`src/rtl/alu_pkg.sv`:
```
// Shared opcodes, result-mux select codes and FSM state codes for the CPU16 ALU sequencer.
// Latency: n/a (constants only). Backpressure: n/a.
package alu_pkg;

    localparam logic [3:0] OP_AND  = 4'd0;
    localparam logic [3:0] OP_OR   = 4'd1;
    localparam logic [3:0] OP_ADD  = 4'd2;
    localparam logic [3:0] OP_SUB  = 4'd3;
    localparam logic [3:0] OP_SLT  = 4'd4;
    localparam logic [3:0] OP_SLL  = 4'd5;
    localparam logic [3:0] OP_SRL  = 4'd6;
    localparam logic [3:0] OP_PASS = 4'd7;

    localparam logic [4:0] SEL_AND  = 5'd2;
    localparam logic [4:0] SEL_OR   = 5'd1;
    localparam logic [4:0] SEL_ADD  = 5'd4;
    localparam logic [4:0] SEL_SLT  = 5'd3;
    localparam logic [4:0] SEL_SHF  = 5'd5;
    localparam logic [4:0] SEL_PASS = 5'd0;

    typedef logic [1:0] state_t;
    localparam state_t ST_IDLE   = 2'd0;
    localparam state_t ST_DECODE = 2'd1;
    localparam state_t ST_EXEC   = 2'd2;
    localparam state_t ST_WRITE  = 2'd3;

endpackage

```
`src/rtl/alu_dekoder.sv`:
```
// Combinational opcode decoder: mux select, subtract/shift controls, shift and illegal flags.
// Latency: 0 cycles. Backpressure: none.
module alu_dekoder
    import alu_pkg::*;
(
    input  logic [3:0] opcode,
    output logic [4:0] sel,
    output logic       binvert,
    output logic       shift_dir,
    output logic       is_shift,
    output logic       illegal
);

    always_comb begin
        sel       = SEL_PASS;
        binvert   = 1'b0;
        shift_dir = 1'b0;
        is_shift  = 1'b0;
        illegal   = 1'b0;
        case (opcode)
            OP_AND:  sel = SEL_AND;
            OP_OR:   sel = SEL_OR;
            OP_ADD:  sel = SEL_ADD;
            OP_SUB:  begin sel = SEL_ADD; binvert = 1'b1; end
            OP_SLT:  begin sel = SEL_SLT; binvert = 1'b1; end
            OP_SLL:  begin sel = SEL_SHF; is_shift = 1'b1; end
            OP_SRL:  begin sel = SEL_SHF; is_shift = 1'b1; shift_dir = 1'b1; end
            OP_PASS: sel = SEL_PASS;
            default: illegal = 1'b1;
        endcase
    end

endmodule

```
`src/rtl/alu_sekuencer.sv`:
```
// ALU result-path sequencer (IDLE/DECODE/EXEC/WRITE); optional OpCount under ALU_SEK_PERF_EN.
// Latency: Done 3 cycles after accept (shift N>=1: N+2, Shamt=0/illegal: 2). Backpressure: Start ignored while Busy.
module alu_sekuencer
    import alu_pkg::*;
#(
    parameter int ALU_SEK_W = 16
) (
    input  logic                 Clock,
    input  logic                 Reset,
    input  logic                 Start,
    input  logic [3:0]           Opcode,
    input  logic [3:0]           Shamt,
    output logic [4:0]           S,
    output logic                 Binvert,
    output logic                 ShiftDir,
    output logic                 ShiftEn,
    output logic                 WriteEn,
    output logic                 Done,
    output logic                 Busy,
`ifdef ALU_SEK_PERF_EN
    output logic [ALU_SEK_W-1:0] OpCount,
`endif
    output logic                 Err
);

    localparam int         SHAMT_LIM = (ALU_SEK_W > 16) ? 15 : ALU_SEK_W - 1;
    localparam logic [3:0] SHAMT_MAX = SHAMT_LIM[3:0];

    state_t     state, nxt;
    logic [3:0] cnt;
    logic       shift_q, illegal_q;
    logic [4:0] dec_sel;
    logic       dec_binv, dec_dir, dec_shift, dec_ill;
    logic [3:0] shamt_eff;
    logic       accept;

    alu_dekoder u_dek (
        .opcode    (Opcode),
        .sel       (dec_sel),
        .binvert   (dec_binv),
        .shift_dir (dec_dir),
        .is_shift  (dec_shift),
        .illegal   (dec_ill)
    );

    assign accept    = (state == ST_IDLE) && Start;
    assign shamt_eff = (Shamt > SHAMT_MAX) ? SHAMT_MAX : Shamt;

    always_comb begin
        nxt = state;
        case (state)
            ST_IDLE:   if (Start) nxt = ST_DECODE;
            ST_DECODE: nxt = (illegal_q || (shift_q && cnt == 4'd0)) ? ST_WRITE : ST_EXEC;
            ST_EXEC:   if (!shift_q || cnt == 4'd1) nxt = ST_WRITE;
            default:   nxt = ST_IDLE;
        endcase
    end

    // Outputs are registered from the next state so each one is valid in the state it belongs to.
    always_ff @(posedge Clock) begin
        if (Reset) begin
            state     <= ST_IDLE;
            cnt       <= 4'd0;
            shift_q   <= 1'b0;
            illegal_q <= 1'b0;
            S         <= 5'd0;
            Binvert   <= 1'b0;
            ShiftDir  <= 1'b0;
            ShiftEn   <= 1'b0;
            WriteEn   <= 1'b0;
            Done      <= 1'b0;
            Busy      <= 1'b0;
            Err       <= 1'b0;
        end else begin
            state   <= nxt;
            Busy    <= (nxt != ST_IDLE);
            Done    <= (nxt == ST_WRITE);
            WriteEn <= (nxt == ST_WRITE) && !illegal_q;
            Err     <= (nxt == ST_WRITE) && illegal_q;
            ShiftEn <= (nxt == ST_EXEC) && shift_q;
            if (accept) begin
                S         <= dec_sel;
                Binvert   <= dec_binv;
                ShiftDir  <= dec_dir;
                shift_q   <= dec_shift;
                illegal_q <= dec_ill;
                cnt       <= shamt_eff;
            end else if (nxt == ST_IDLE) begin
                S        <= 5'd0;
                Binvert  <= 1'b0;
                ShiftDir <= 1'b0;
            end
            if (state == ST_EXEC && shift_q && cnt != 4'd1)
                cnt <= cnt - 4'd1;
        end
    end

`ifdef ALU_SEK_PERF_EN
    always_ff @(posedge Clock) begin
        if (Reset)
            OpCount <= '0;
        else if (WriteEn)
            OpCount <= OpCount + 1'b1;
    end
`endif

endmodule

```
`config.mk`:
```
export PLATFORM = sky130hd
export DESIGN_NAME = alu_sekuencer
export DESIGN_NICKNAME = d
export VERILOG_FILES = /design/src/rtl/alu_pkg.sv /design/src/rtl/alu_dekoder.sv /design/src/rtl/alu_sekuencer.sv
export SDC_FILE = /design/constraint.sdc
export NUM_CORES = 1
export LEC_CHECK = 0
export CAP_MARGIN = 40
export CORE_ASPECT_RATIO = 1.25
export CORE_MARGIN = 1.5
export CORE_UTILIZATION = 36
export DETAILED_ROUTE_END_ITERATION = 10
export HOLD_SLACK_MARGIN = 0.08
export PLACE_DENSITY_LB_ADDON = 0.12
export SLEW_MARGIN = 20
export SYNTH_ARGS = -nofsm -noshare
export SYNTH_HDL_FRONTEND = slang
export SYNTH_HIERARCHICAL = 1
export SYNTH_SLANG_ARGS = --single-unit
export TNS_END_PERCENT = 100
```
`constraint.sdc`:
```
create_clock -name Clock -period 2.8 [get_ports Clock]
set_input_delay 0.56 -clock Clock [delete_from_list [all_inputs] [get_ports Clock]]
set_output_delay 0.56 -clock Clock [all_outputs]
set_load 0.005 [all_outputs]
```
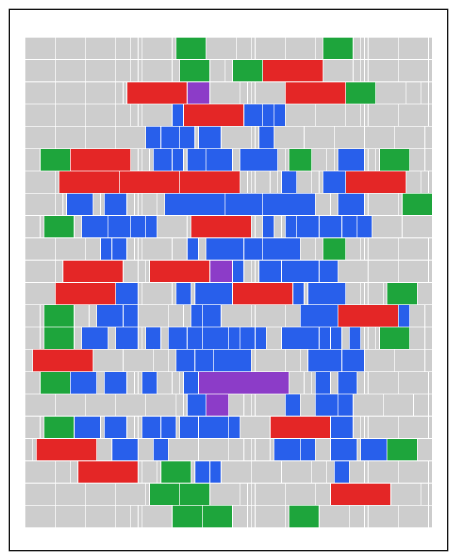
run_1/placement_by_type.png
Fill, decap, tap and diode cells in grey.
Purple stands for clock drivers and dummy loads, cells 4, share of their area 3.8%. Blue stands for combinational and other logic, cells 99, share of their area 50%. Green stands for remaining buffers and delay cells, cells 24, share of their area 17%. Red stands for sequential cells, cells 20, share of their area 29%.

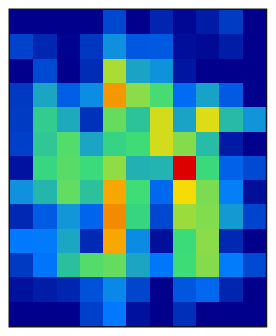
run_1/metal_density.png
11 x 13 tiles, from dark blue (low) to red (high), scaled to the fullest tile. Values are wire area over tile area, all layers added.
The mean over all tiles is 0.11. The densest ninth of the die: centre. 20% of the tiles are over half the peak. The fullest tile reaches 0.40. 18% of the tiles are nearly empty.

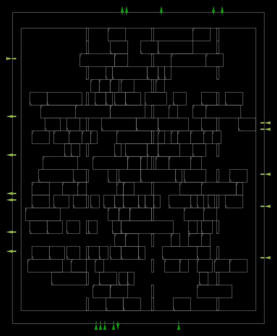
run_1/placement.png
Rows: 22
fin cells: 183
Fill cells: 293
Well-Tap Cells: 36

## run 1: power groups by stage
stage / Combinational [mW] / Clock, mW / Sequential [mW]
2_1_floorplan: 0.262 / 0 / 0.391
6_report: 0.401 / 0.245 / 0.391
5_1_grt: 0.446 / 0.263 / 0.401
3_3_place_gp: 0.392 / 0 / 0.395
4_1_cts: 0.397 / 0.252 / 0.391
3_5_place_dp: 0.393 / 0 / 0.398
## run 1: layer usage
metal / part of all wire / global-route usage
met5: 0 / 0
met4: 0.026 / 0.09936
met2: 0.48 / 0.2747
met3: 0.029 / 0.02262
met1: 0.47 / 0.1813
## run 1: final cells by class
type	count	area [um2]
fill	293	1550
multi-input combinational	92	663.1
sequential	20	400.4
timing repair buffer	24	235.2
tap	36	45.04
clock inverter	1	30.03
inverter	7	26.28
clock buffer	3	22.52
## run 1: through the flow
| stage | cells | util |
|---|---|---|
| 4_1_cts | 182 | 0.4760 |
| 5_1_grt | 183 | 0.4785 |
| 2_1_floorplan | 126 | - |
| 6_report | 183 | 0.4785 |
| 3_5_place_dp | 178 | 0.4583 |
| 3_3_place_gp | 178 | 0.4583 |
## run 1: kinds of logic after synthesis
kind of cell,count (synthesis),synth area share
simple gates,50,0.2791
mux,1,0.008792
compound gates,31,0.2033
buf+inv,14,0.06923
xor+xnor,1,0.007694
fa+ha+maj,7,0.07692
flops,20,0.3516
other cells,1,0.003294
## run 1: placed cells by master (no fill, tap or decap), types with 2 or more instances in the layout
master,instances
clkdlybuf4s50_1,22
nor3b_1,4
ha_1,7
nand3_1,3
nand2b_1,5
and3_2,7
o21ai_0,3
nor3_1,5
nand4b_1,4
clkbuf_4,3
a21oi_1,12
inv_1,7
buf_4,2
conb_1,2
and3_1,3
nand2_1,10
dfxtp_1,20
o2bb2ai_1,7
==> results.py, run 1 <==
# Physical implementation metrics
metrics = {
    "cts": {
        "htree_levels": 1,
        "cts_resized": 0,
    },
    "floorplanning": {
        "die_area_um2": 3511,
        "fp_util": 0.3830,
    },
    "final_layout": {
        "top_regs": "S x5, cnt x4, state x2",
        "largest_register_ffs": 5,
        "area.growth.synth_to_final_pct": 24.94,
    },
    "detailed_routing": {
        "num_vias": 919,
        "drt_iter0_drc": 15,
        "drcViolationCount": 0,
    },
    "synth": {
        "synth.distinct_cells": 40,
        "area_leaders": "dfxtp_1 35%, ha_1 7.7%, o2bb2ai_1 5.4%",
        "top_cell": "dfxtp_1",
        "yosysCellCount": 125,
        "largest_area_cell": "dfxtp_1",
        "seq_area_frac_synth": 0.3516,
    },
    "final_timing": {
        "setup_violations": 0,
        "finalClockPeriodUsage": 0.6753,
        "finClkSkew_ps": 4.770,
        "min_period_ps": 1891,
    },
    "global_route": {
        "grt.overflow.total": 0,
        "grt_usage": 0.1606,
    },
    "critical_path": {
        "worst-path-buf-inv": 0,
        "worstSetupStartpoint": "cnt[0]$_SDFFE_PP0P_",
        "critical_path_depth": 5,
        "critical-path-max-stage-delay_ps": 430,
        "reg2reg_setup_slack_ps": 910,
        "crit_end": "S[2]$_SDFFE_PP0P_",
        "worstReg2RegEnd": "S[2]$_SDFFE_PP0P_",
        "crit_required_ps": 3050,
    },
    "power_and_ir_drop": {
        "p_leak_nw": 0.5456,
        "power_density_nw_per_um2": 728.3,
        "seqPwrFrac": 0.377,
        "switchingPower_uw": 349.6,
    },
    "run_status": {
        "status": "finished, final reports clean",
    },
}
run_1/io_fan.png
The bar under the picture is 20 um long.
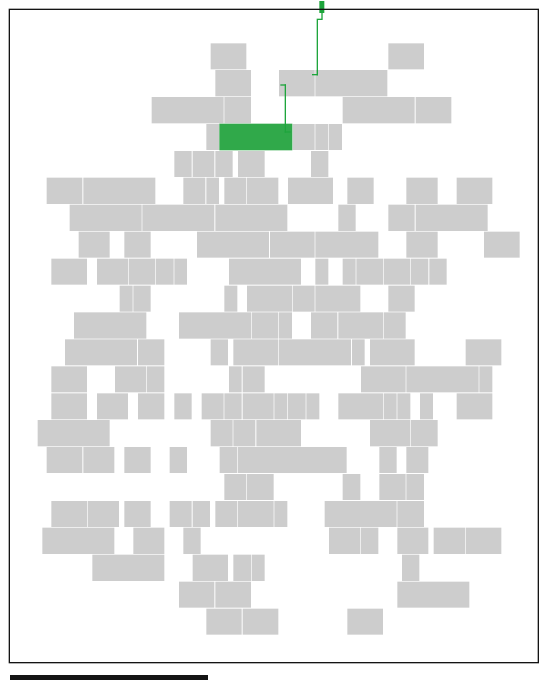

==> run 1 -> run 2 <==
- clock period: 2.8 -> 1.7 ns (I/O delays scaled with it)
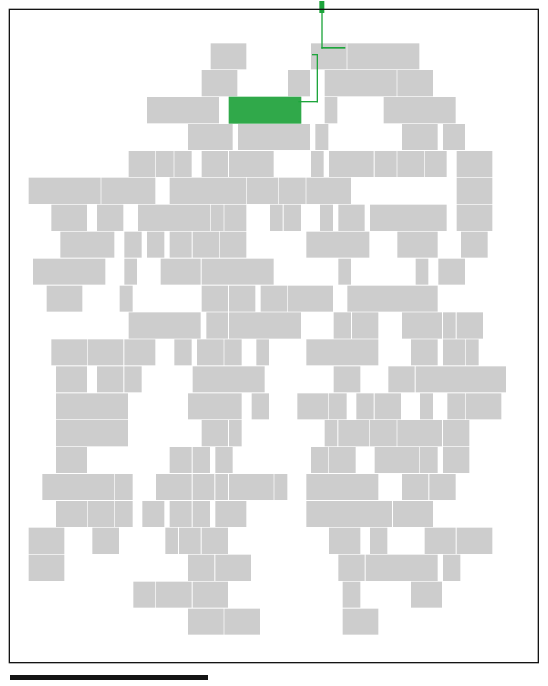
run_2/io_fan.png
The bar under the picture is 20 um long.
Green stands for `Busy`, bits 1, direction output, edge north, end cells 1, wire 12.9 um.

==> run 2 against run 1 <==
Compared with the run above:
- the flow now finishes with violations (setup timing)
- setup slack worse by 940 ps
- total power up 68%
- design area up 12%
- clock skew down 3.5 ps
- synthesized cell count unchanged
- non-clock buffer count up 17
- die size unchanged
- critical path depth up 3
- combinational power up 120%
- register-to-register slack worse by 940 ps
- global-route usage up 1.8 points
- clock power down 12%
==> results.py, run 2 <==
# Physical implementation metrics
metrics = {
    "final_timing": {
        "slew_violations": 0,
        "final.setup.worst_slack_ps": -32.42,
        "min_period_ps": 1732,
        "setup_violations": 7,
        "finClkSkew_ps": 1.292,
        "max_freq_mhz": 577.2,
        "finalClockPeriodUsage": 1.019,
        "hold_viol_final": 0,
    },
    "critical_path": {
        "crit_required_ps": 1890,
        "r2r_start": "cnt[0]$_SDFFE_PP0P_",
        "end_kind": "flop",
        "reg2reg_depth": 8,
        "crit_fanout": 4,
        "reg2reg_setup_slack_ps": -30,
        "cpMostUsedCell": "a211oi_4",
        "worstSetupStartpoint": "cnt[0]$_SDFFE_PP0P_",
        "critical_path_depth": 8,
        "critical-path-max-stage-delay_ps": 380,
        "criticalPathCategory": "reg -> reg",
        "cp_top_family": "AND-OR/OR-AND gates",
        "worstReg2RegEnd": "S[4]$_SDFFE_PP0P_",
        "worst-path-buf-inv": 3,
        "crit_end": "S[4]$_SDFFE_PP0P_",
    },
    "synth": {
        "largest_area_cell": "dfxtp_1",
        "netlist_instances": 125,
        "seq_area_frac_synth": 0.3516,
        "ys_sh_mux": 0.008791,
        "yosys.area_share.xor_xnor": 0.007692,
        "yosysCellCount": 125,
        "ys_area_um2": 1139,
        "adder_share": 0.07692,
        "top_logic_kind": "simple AND/OR/NAND/NOR gates",
        "avgSynthCellArea_um2": 9.109,
        "edf_count": 0,
        "synth.distinct_cells": 40,
        "synthArstFlopShare": 0,
        "compound_area_frac": 0.2033,
        "area_leaders": "dfxtp_1 35%, ha_1 7.7%, o2bb2ai_1 5.4%",
        "top_cell": "dfxtp_1",
        "ys_sh_simple": 0.2791,
    },
    "placed_design": {
        "portBuffers": 22,
        "dp.final_hpwl_mm": 2.053,
        "place_inst": 193,
    },
    "detailed_routing": {
        "first_pass_iters": 4,
        "drt_iter0_drc": 19,
        "viasPerCell": 5.211,
        "num_vias": 1037,
        "drcViolationCount": 0,
        "postRouteAntennaNets": 0,
        "drt-total-wl_mm": 2.790,
    },
    "power_and_ir_drop": {
        "p_leak_nw": 0.6330,
        "power_density_nw_per_um2": 1087,
        "seqPwrFrac": 0.371,
        "p_comb_frac": 0.505,
        "peakVddDrop_v": 0.0006928,
        "switchingPower_uw": 624.2,
    },
    "cts": {
        "htree_levels": 1,
        "cts_hold_buf": 0,
        "cts_resized": 13,
        "cts_sinks": 20,
    },
    "floorplanning": {
        "die_w_um": 53.30,
        "num_rows": 22,
        "die_area_um2": 3511,
        "fp_util": 0.3830,
        "die_h_um": 65.88,
        "fp.coreArea_um2": 2973,
    },
    "final_layout": {
        "layout_top_cell": "clkdlybuf4s50_1",
        "top_regs": "S x5, cnt x4, state x2",
        "area.growth.synth_to_final_pct": 40.33,
        "comb_area_um2": 723.2,
        "regArea_um2": 406.6,
        "drive_gt1_frac": 0.3006,
        "fillCellCount": 279,
        "n_antenna_cell": 0,
        "stdcell_count": 199,
        "layout_top_cells": "22 x clkdlybuf4s50_1, 17 x dfxtp_1, 16 x buf_4, 12 x a21oi_1, 9 x nand2_1",
        "largest_register_ffs": 5,
    },
    "run_status": {
        "failed_checks": "setup timing",
        "status": "finished, violations left",
    },
    "min_path": {
        "hold_class": "reg -> reg",
        "hold_path_depth": 1,
        "min_to": "S[0]$_SDFFE_PP0P_",
    },
    "global_route": {
        "grt_max_degree": 13,
        "grt.overflow.total": 0,
        "antenna_found_initial": 0,
        "grt_usage": 0.1790,
        "grt_pass1_wl_mm": 4.664,
    },
    "job": {
        "tool_warnings": 32,
    },
}
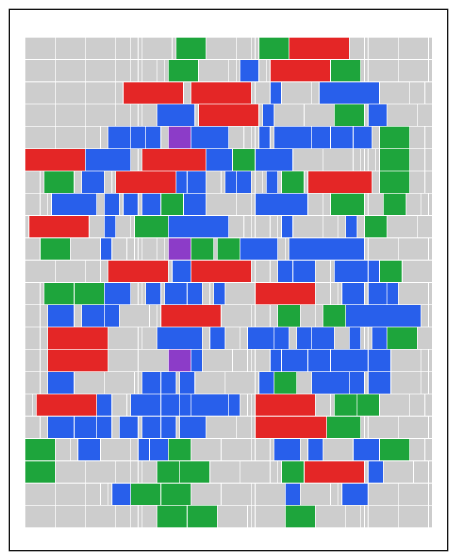
run_2/placement_by_type.png
Fill, decap, tap and diode cells in grey.
Green stands for remaining buffers and delay cells, cells 41, share of their area 24%. Purple stands for clock drivers, cells 3, share of their area 1.5%. Red stands for sequential cells, cells 20, share of their area 26%. Blue stands for combinational and other logic, cells 99, share of their area 48%.

==> run 2: cell counts after synthesis <==
No cell type changed its count.
==> run 2: through the flow <==
step | TNS (ps) | worst slack (ps) | utilization | power (mW) | hold WS (ps)
after floorplan | 0 | 21.59 | - | 1.075 | 425.6
after CTS | 0 | 4.094 | 0.5248 | 1.727 | 488.2
after global placement | -420.5 | -61.02 | 0.4962 | 1.414 | 459.7
after global routing | -835.6 | -111.1 | 0.5375 | 1.879 | 503.6
after detailed placement | -596.0 | -100.9 | 0.4962 | 1.428 | 466.6
final | -107.7 | -32.42 | 0.5375 | 1.737 | 490.3
==> run 2: final cells by class <==
type,count,share of cell area
multi-input cells,92,0.4526
flip-flops and latches,20,0.2545
repair buffers,41,0.2341
well taps,36,0.02819
inverters,7,0.01644
clock buffers,3,0.01410
==> run 2: metal layers <==
layer	track usage	routed length [um]
met5	0	0
met4	0.06731	17
met3	0.01810	68
met2	0.3256	1515
met1	0.2079	1190
==> run 2: logic make-up (layout without fill, tap and decap cells) <==
| group | count (synthesis) | after routing |
|---|---|---|
| buffers and inverters | 14 | 51 |
| multiplexers | 1 | 1 |
| adder cells (fa/ha/maj) | 7 | 7 |
| XOR/XNOR | 1 | 1 |
| AND/OR/NAND/NOR | 50 | 50 |
| other | 1 | 2 |
| flip-flops | 20 | 20 |
| AND-OR/OR-AND | 31 | 31 |
==> run 2: power by group through the flow <==
| stage | Combinational (mW) | Sequential [mW] | Clock (mW) |
|---|---|---|---|
| 3_3_place_gp | 0.777 | 0.637 | 0 |
| 6_report | 0.876 | 0.645 | 0.215 |
| 5_1_grt | 0.975 | 0.658 | 0.245 |
| 3_5_place_dp | 0.785 | 0.643 | 0 |
| 4_1_cts | 0.856 | 0.641 | 0.230 |
| 2_1_floorplan | 0.432 | 0.644 | 0 |
No activity file was given, so power comes from the tool's default toggle rates.
